===== config.mk =====
export PLATFORM = sky130hd
export DESIGN_NAME = lfsr_burst_gen
export DESIGN_NICKNAME = d
export VERILOG_FILES = /design/src/rtl/lfsr_pkg.sv /design/src/rtl/lfsr_burst_gen_clk_prescaler.sv /design/src/rtl/lfsr_burst_gen.sv
export SDC_FILE = /design/constraint.sdc
export NUM_CORES = 1
export LEC_CHECK = 0
export CAP_MARGIN = 20
export CORE_MARGIN = 4
export CORE_UTILIZATION = 55
export DETAILED_ROUTE_END_ITERATION = 7
export GPL_TIMING_DRIVEN = 0
export HOLD_SLACK_MARGIN = 0.1
export PLACE_DENSITY = 0.78
export RECOVER_POWER = 100
export SLEW_MARGIN = 10
export SYNTH_ARGS = -nofsm -noshare
export SYNTH_HDL_FRONTEND = slang
export SYNTH_SLANG_ARGS = --single-unit
export TNS_END_PERCENT = 5

===== constraint.sdc =====
create_clock -name clk -period 5.9 [get_ports clk]
set_input_delay 1.18 -clock clk [delete_from_list [all_inputs] [get_ports clk]]
set_output_delay 1.18 -clock clk [all_outputs]
set_load 0.02 [all_outputs]

===== src/rtl/lfsr_pkg.sv =====
// lfsr_pkg: shared state encoding and LFSR helpers for the burst generator.
package lfsr_pkg;
    localparam int LEN_MIN = 3;
    localparam int MAX_W = 64;
    typedef logic [MAX_W-1:0] word_t;
    typedef enum logic [1:0] {ST_IDLE = 2'b01, ST_RUN = 2'b10} state_t;
    function automatic word_t len_mask(input int n);
        return (word_t'(1) << n) - word_t'(1);
    endfunction
    function automatic word_t lfsr_next(input word_t state, input word_t mask, input int n);
        return ((state << 1) | word_t'(^(state & mask))) & len_mask(n);
    endfunction
endpackage


===== src/rtl/lfsr_burst_gen_clk_prescaler.sv =====
// clk_prescaler: counts 1..div while enabled and ticks on the cycle the count reaches div.
module clk_prescaler #(
    parameter int DIV_W_P = 16
) (
    input  logic               clk,
    input  logic               srst_n,
    input  logic               clr,
    input  logic               en,
    input  logic [DIV_W_P-1:0] div,
    output logic               tick
);
    logic [DIV_W_P-1:0] cnt_r;
    assign tick = en && cnt_r == div;
    always_ff @(posedge clk) begin
        if (!srst_n || clr)
            cnt_r <= DIV_W_P'(1);
        else if (en)
            cnt_r <= tick ? DIV_W_P'(1) : cnt_r + DIV_W_P'(1);
    end
endmodule


===== src/rtl/lfsr_burst_gen.sv =====
// lfsr_burst_gen: emits rep full LFSR periods at a prescaled chip rate, then stops.
module lfsr_burst_gen
    import lfsr_pkg::*;
#(
    parameter int WIDTH_P = 16,
    parameter int DIV_W_P = 16,
    parameter int REP_W_P = 8,
    localparam int LEN_W = $clog2(WIDTH_P + 1)
) (
    input  logic               clk,
    input  logic               srst_n,
    input  logic               start_i,
    input  logic               abort_i,
    input  logic [LEN_W-1:0]   len_i,
    input  logic [WIDTH_P-1:0] mask_i,
    input  logic [WIDTH_P-1:0] seed_i,
    input  logic [DIV_W_P-1:0] sel_div_i,
    input  logic [REP_W_P-1:0] rep_i,
    output logic               sig_o,
    output logic               chip_stb_o,
    output logic               busy_o,
    output logic               done_o
);
    state_t state_r, state_nx;
    logic start_last_r, armed_r, start_edge, latch, tick, run_tick, period_end, last_rep, msb;
    logic [LEN_W-1:0] n_c, n_r;
    logic [WIDTH_P-1:0] len_m, run_m, mask_c, seed_m, lfsr_r, lfsr_nx, mask_r, seed_r;
    logic [DIV_W_P-1:0] div_r;
    logic [REP_W_P-1:0] rep_r, rep_cnt_r;

    // armed_r blocks a start_i held high through reset from looking like an edge
    assign start_edge = armed_r & start_i & ~start_last_r;
    assign n_c = (len_i < LEN_W'(LEN_MIN)) ? LEN_W'(LEN_MIN) :
                 (len_i > LEN_W'(WIDTH_P)) ? LEN_W'(WIDTH_P) : len_i;
    assign len_m = WIDTH_P'(len_mask(int'(n_c)));
    assign mask_c = (mask_i | (len_m ^ (len_m >> 1))) & len_m;
    assign seed_m = seed_i & len_m;
    assign run_m = WIDTH_P'(len_mask(int'(n_r)));
    assign msb = |(lfsr_r & (run_m ^ (run_m >> 1)));
    assign lfsr_nx = WIDTH_P'(lfsr_next(word_t'(lfsr_r), word_t'(mask_r), int'(n_r)));
    assign period_end = lfsr_nx == seed_r;
    assign last_rep = rep_cnt_r == rep_r;
    assign run_tick = tick & busy_o;

    clk_prescaler #(.DIV_W_P(DIV_W_P)) u_presc (
        .clk(clk), .srst_n(srst_n), .clr(~busy_o), .en(busy_o), .div(div_r), .tick(tick)
    );

    always_ff @(posedge clk) begin
        if (!srst_n)
            state_r <= ST_IDLE;
        else
            state_r <= state_nx;
    end

    always_comb begin
        state_nx = ST_IDLE;
        case (state_r)
            ST_IDLE: state_nx = start_edge ? ST_RUN : ST_IDLE;
            ST_RUN:  state_nx = (abort_i || (run_tick && period_end && last_rep)) ? ST_IDLE : ST_RUN;
            default: state_nx = ST_IDLE;
        endcase
    end

    always_comb begin
        busy_o = state_r == ST_RUN;
        latch = state_r == ST_IDLE && start_edge;
    end

    always_ff @(posedge clk) begin
        if (!srst_n) begin
            start_last_r <= 1'b0;
            armed_r <= 1'b0;
            lfsr_r <= WIDTH_P'(1);
            rep_cnt_r <= REP_W_P'(1);
            n_r <= LEN_W'(LEN_MIN);
            mask_r <= '0;
            seed_r <= WIDTH_P'(1);
            div_r <= DIV_W_P'(1);
            rep_r <= REP_W_P'(1);
            sig_o <= 1'b0;
            chip_stb_o <= 1'b0;
            done_o <= 1'b0;
        end else begin
            start_last_r <= start_i;
            armed_r <= 1'b1;
            chip_stb_o <= run_tick;
            done_o <= run_tick & period_end & last_rep & ~abort_i;
            if (latch) begin
                n_r <= n_c;
                mask_r <= mask_c;
                seed_r <= (seed_m == '0) ? WIDTH_P'(1) : seed_m;
                lfsr_r <= (seed_m == '0) ? WIDTH_P'(1) : seed_m;
                div_r <= (sel_div_i == '0) ? DIV_W_P'(1) : sel_div_i;
                rep_r <= (rep_i == '0) ? REP_W_P'(1) : rep_i;
                rep_cnt_r <= REP_W_P'(1);
            end else if (run_tick) begin
                sig_o <= msb;
                lfsr_r <= lfsr_nx;
                if (period_end && !last_rep)
                    rep_cnt_r <= rep_cnt_r + REP_W_P'(1);
            end
        end
    end
endmodule


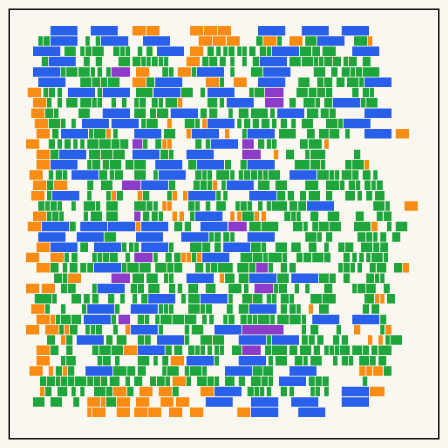
placement_by_type.png
Key: other buffers and delay cells = orange [cells 118]; clock drivers and dummy loads = purple [cells 16]; combinational and other logic = green [cells 646]; flops = blue [cells 108]

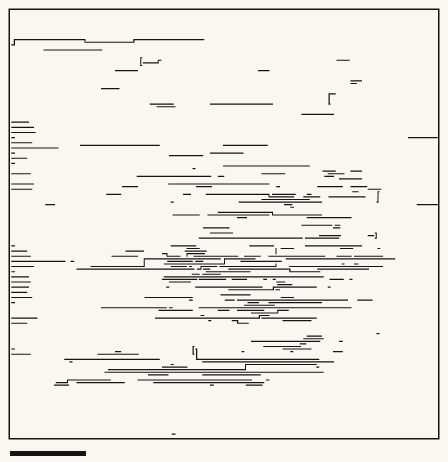
layer_met3.png
Bar = 20 um.
The layer carries 1760 um of wire. The layer holds 9.2% of the routed length.

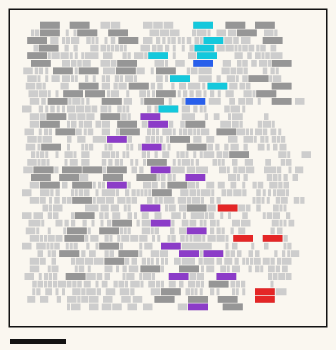
flops_by_reg.png
Bar = 20 um.
Key: rep_r = cyan [placed flops 8, where north]; lfsr_r = purple [placed flops 16]; state_r = blue [placed flops 2]; n_r = red [placed flops 5, where south-east]
Another 77 sequential cells are not coloured.

==> metrics.csv <==
stage,metric,value,unit
synthesis,synth.cell_area,6051,um2
critical_path,worst-path-buf-inv,4,
outcome,outcome,"finished, final reports clean",
drt,antenna_left,0,
synthesis,yosysSeqAreaShare,35.73,%
critical_path,cp.depth,15,
synthesis,top_cells_by_area,"dfxtp_1 (36%), nand2_1 (8.7%), a21oi_1 (6.1%), nor2_1 (5.0%), xnor2_1 (4.8%)",
timing,setup_tns,0,ps
critical_path,crit_path_frequent_cell,clkbuf_1,
synthesis,ys_sh_xor,9.409,%
layout,mostFrequentLayoutCells,"nand2_1 (140), dfxtp_1 (108), nor2_1 (81)",
critical_path,path_cells,clkbuf_1 -> clkbuf_1 -> nor3_1 -> nand2_1 -> ha_1 -> buf_2 -> clkbuf_1 -> o21ai_0 -> a21boi_0 -> xnor2_1 -> nand4b_1 -> a2111o_1 -> or2_0 -> or3_1 -> nor3_1,
timing,tightest_slew,801.0,ps
critical_path,ff2ff_setup_slack,890,ps
place,io_buffers,66,
drt,vias,6331,
layout,lay_top_count,nand2_1,
synthesis,yosys_area,6051,um2
layout,fin_nets,954,
clock_tree,cts_sinks,108,
synthesis,simple_gate_share,26.43,%
global_route,grt_first_pass_wirelength,30190,um
critical_path,r2r_cells,15,
drt,drt_first_pass_iters,7,
synthesis,synthTopCellsByCount,"nand2_1 (140), dfxtp_1 (108), nor2_1 (81)",
timing,slew_headroom,46.49,%
synthesis,top_area_cell,dfxtp_1,
synthesis,synth-edff-count,0,
global_route,grt_pass1_vias,5906,
critical_path,critPathRequiredTime,6190,ps
clock_tree,worstSkewPairLatency,390,ps
synthesis,mux_share,1.385,%
floorplan,fp_util,56.06,%
global_route,antenna_found_initial,0,
critical_path,rr_startpoint,n_r[4],
layout,area_growth,16.89,%
critical_path,cpMaxStageDelayCell,a21boi_0,
synthesis,synthAdderAreaFrac,1.406,%
synthesis,synthFlopType,dfxtp_1,
clock_tree,cts_buffer_depth,2,
timing,hold_slack,463.3,ps
clock_tree,cts_tree,yes,
pwr,ir_drop,0.1450,mV
synthesis,ys_async_sr_fraction,0,%
critical_path,crit_type,reg -> reg,
drt,drcViolationCount,0,
global_route,grt_max_degree,19,
synthesis,yosysWarnings,0,
synthesis,top_logic_kind,simple AND/OR/NAND/NOR gates,
timing,period_minus_slack,5009,ps
synthesis,yosys_cells,805,
critical_path,crit_path_end,done_o,
drt,viasPerCell,6.159,
floorplan,fp.dieH,112.9,um
synthesis,netlist_instances,805,
critical_path,slowest_delay,510,ps
clock_tree,cts.clk_slew.worst_paths,110,ps
critical_path,worst_ep_arrival_time,5300,ps
critical_path,crit_path_start,n_r[4],
drt,wl_per_cell,18.62,um
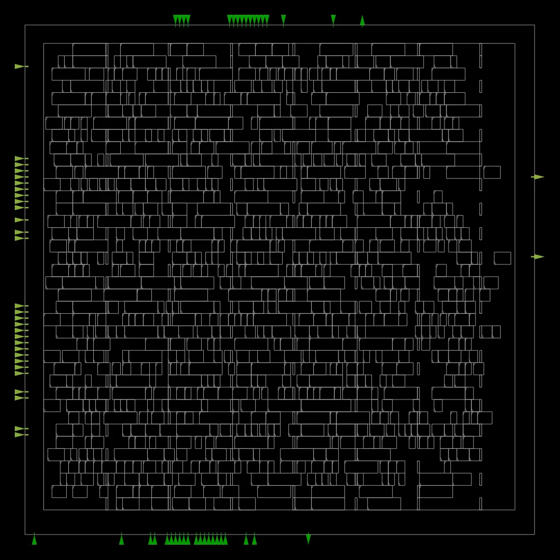
placement.png
final cell count without fillers: 1028
flop count: 108
Seq area share: 30.57%
core region area: 10790 um2

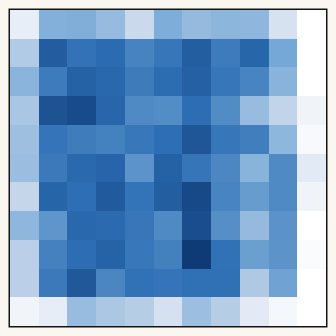
cell_density.png
11 x 11 tiles, from white (low) to dark blue (high), 0 to 100% covered.
5.0% of the tiles are nearly empty. The mean over all tiles is 54%. The fullest tile reaches 96%. The densest ninth of the die: centre. The emptiest ninth of the die: south-east. 23% of the tiles are over 75% full.

[worst register-to-register path: cells and delay by family, from the launching register on]
kind	cells	cell delay [ps]
AND-OR/OR-AND	3	1260
XOR/XNOR	1	190
adder cells (fa/ha/maj)	1	160
buffers and inverters	4	1410
flip-flops	1	450
AND/OR/NAND/NOR	6	1450
[through the flow]
stage               cell area, um2  setup WS [ps]  total power (uW)
floorplan                     6055           2055             955.5
global placement              6890           1434              1062
detailed placement            6890           1424              1069
CTS                           7097           1408              1530
global route                  7073          567.5              1596
finish                        7073          890.6              1544
[area by class of cell]
cell class | instances | area [um2] | share of cell area (%)
clock inverters | 6 | 68.82 | 0.9729
clock buffers | 10 | 137.6 | 1.946
flip-flops and latches | 108 | 2162 | 30.57
multi-input cells | 631 | 3598 | 50.88
plain buffers | 52 | 214.0 | 3.025
repair buffers | 66 | 660.6 | 9.340
inverters | 15 | 56.30 | 0.7960
well taps | 140 | 175.2 | 2.477
[routing by layer]
| metal | up-vias | wire length [um] | GRT usage, % |
|---|---|---|---|
| met5 | - | 0 | 0 |
| met2 | 349 | 8852 | 48.93 |
| li1 | 2972 | - | - |
| met4 | 0 | 607 | 10.74 |
| met1 | 2953 | 7917 | 38.42 |
| met3 | 57 | 1764 | 5.882 |
[worst min path at each step]
stage / slack, ps / to / cells past startpoint / startpoint
after floorplan: 430 / mask_r[14] / 2 / mask_r[14]
after global placement: 440 / mask_r[9] / 2 / mask_r[9]
after detailed placement: 450 / mask_r[9] / 2 / mask_r[9]
after CTS: 460 / mask_r[9] / 2 / mask_r[9]
after global routing: 490 / mask_r[14] / 2 / mask_r[14]
final: 460 / mask_r[14] / 2 / mask_r[14]
[report_power, final]
group / switching [uW] / internal [uW]
clock network: 270 / 211
logic: 168 / 114
registers: 26.9 / 755
Power figures rest on the tool's default switching activity, not on a simulated workload.
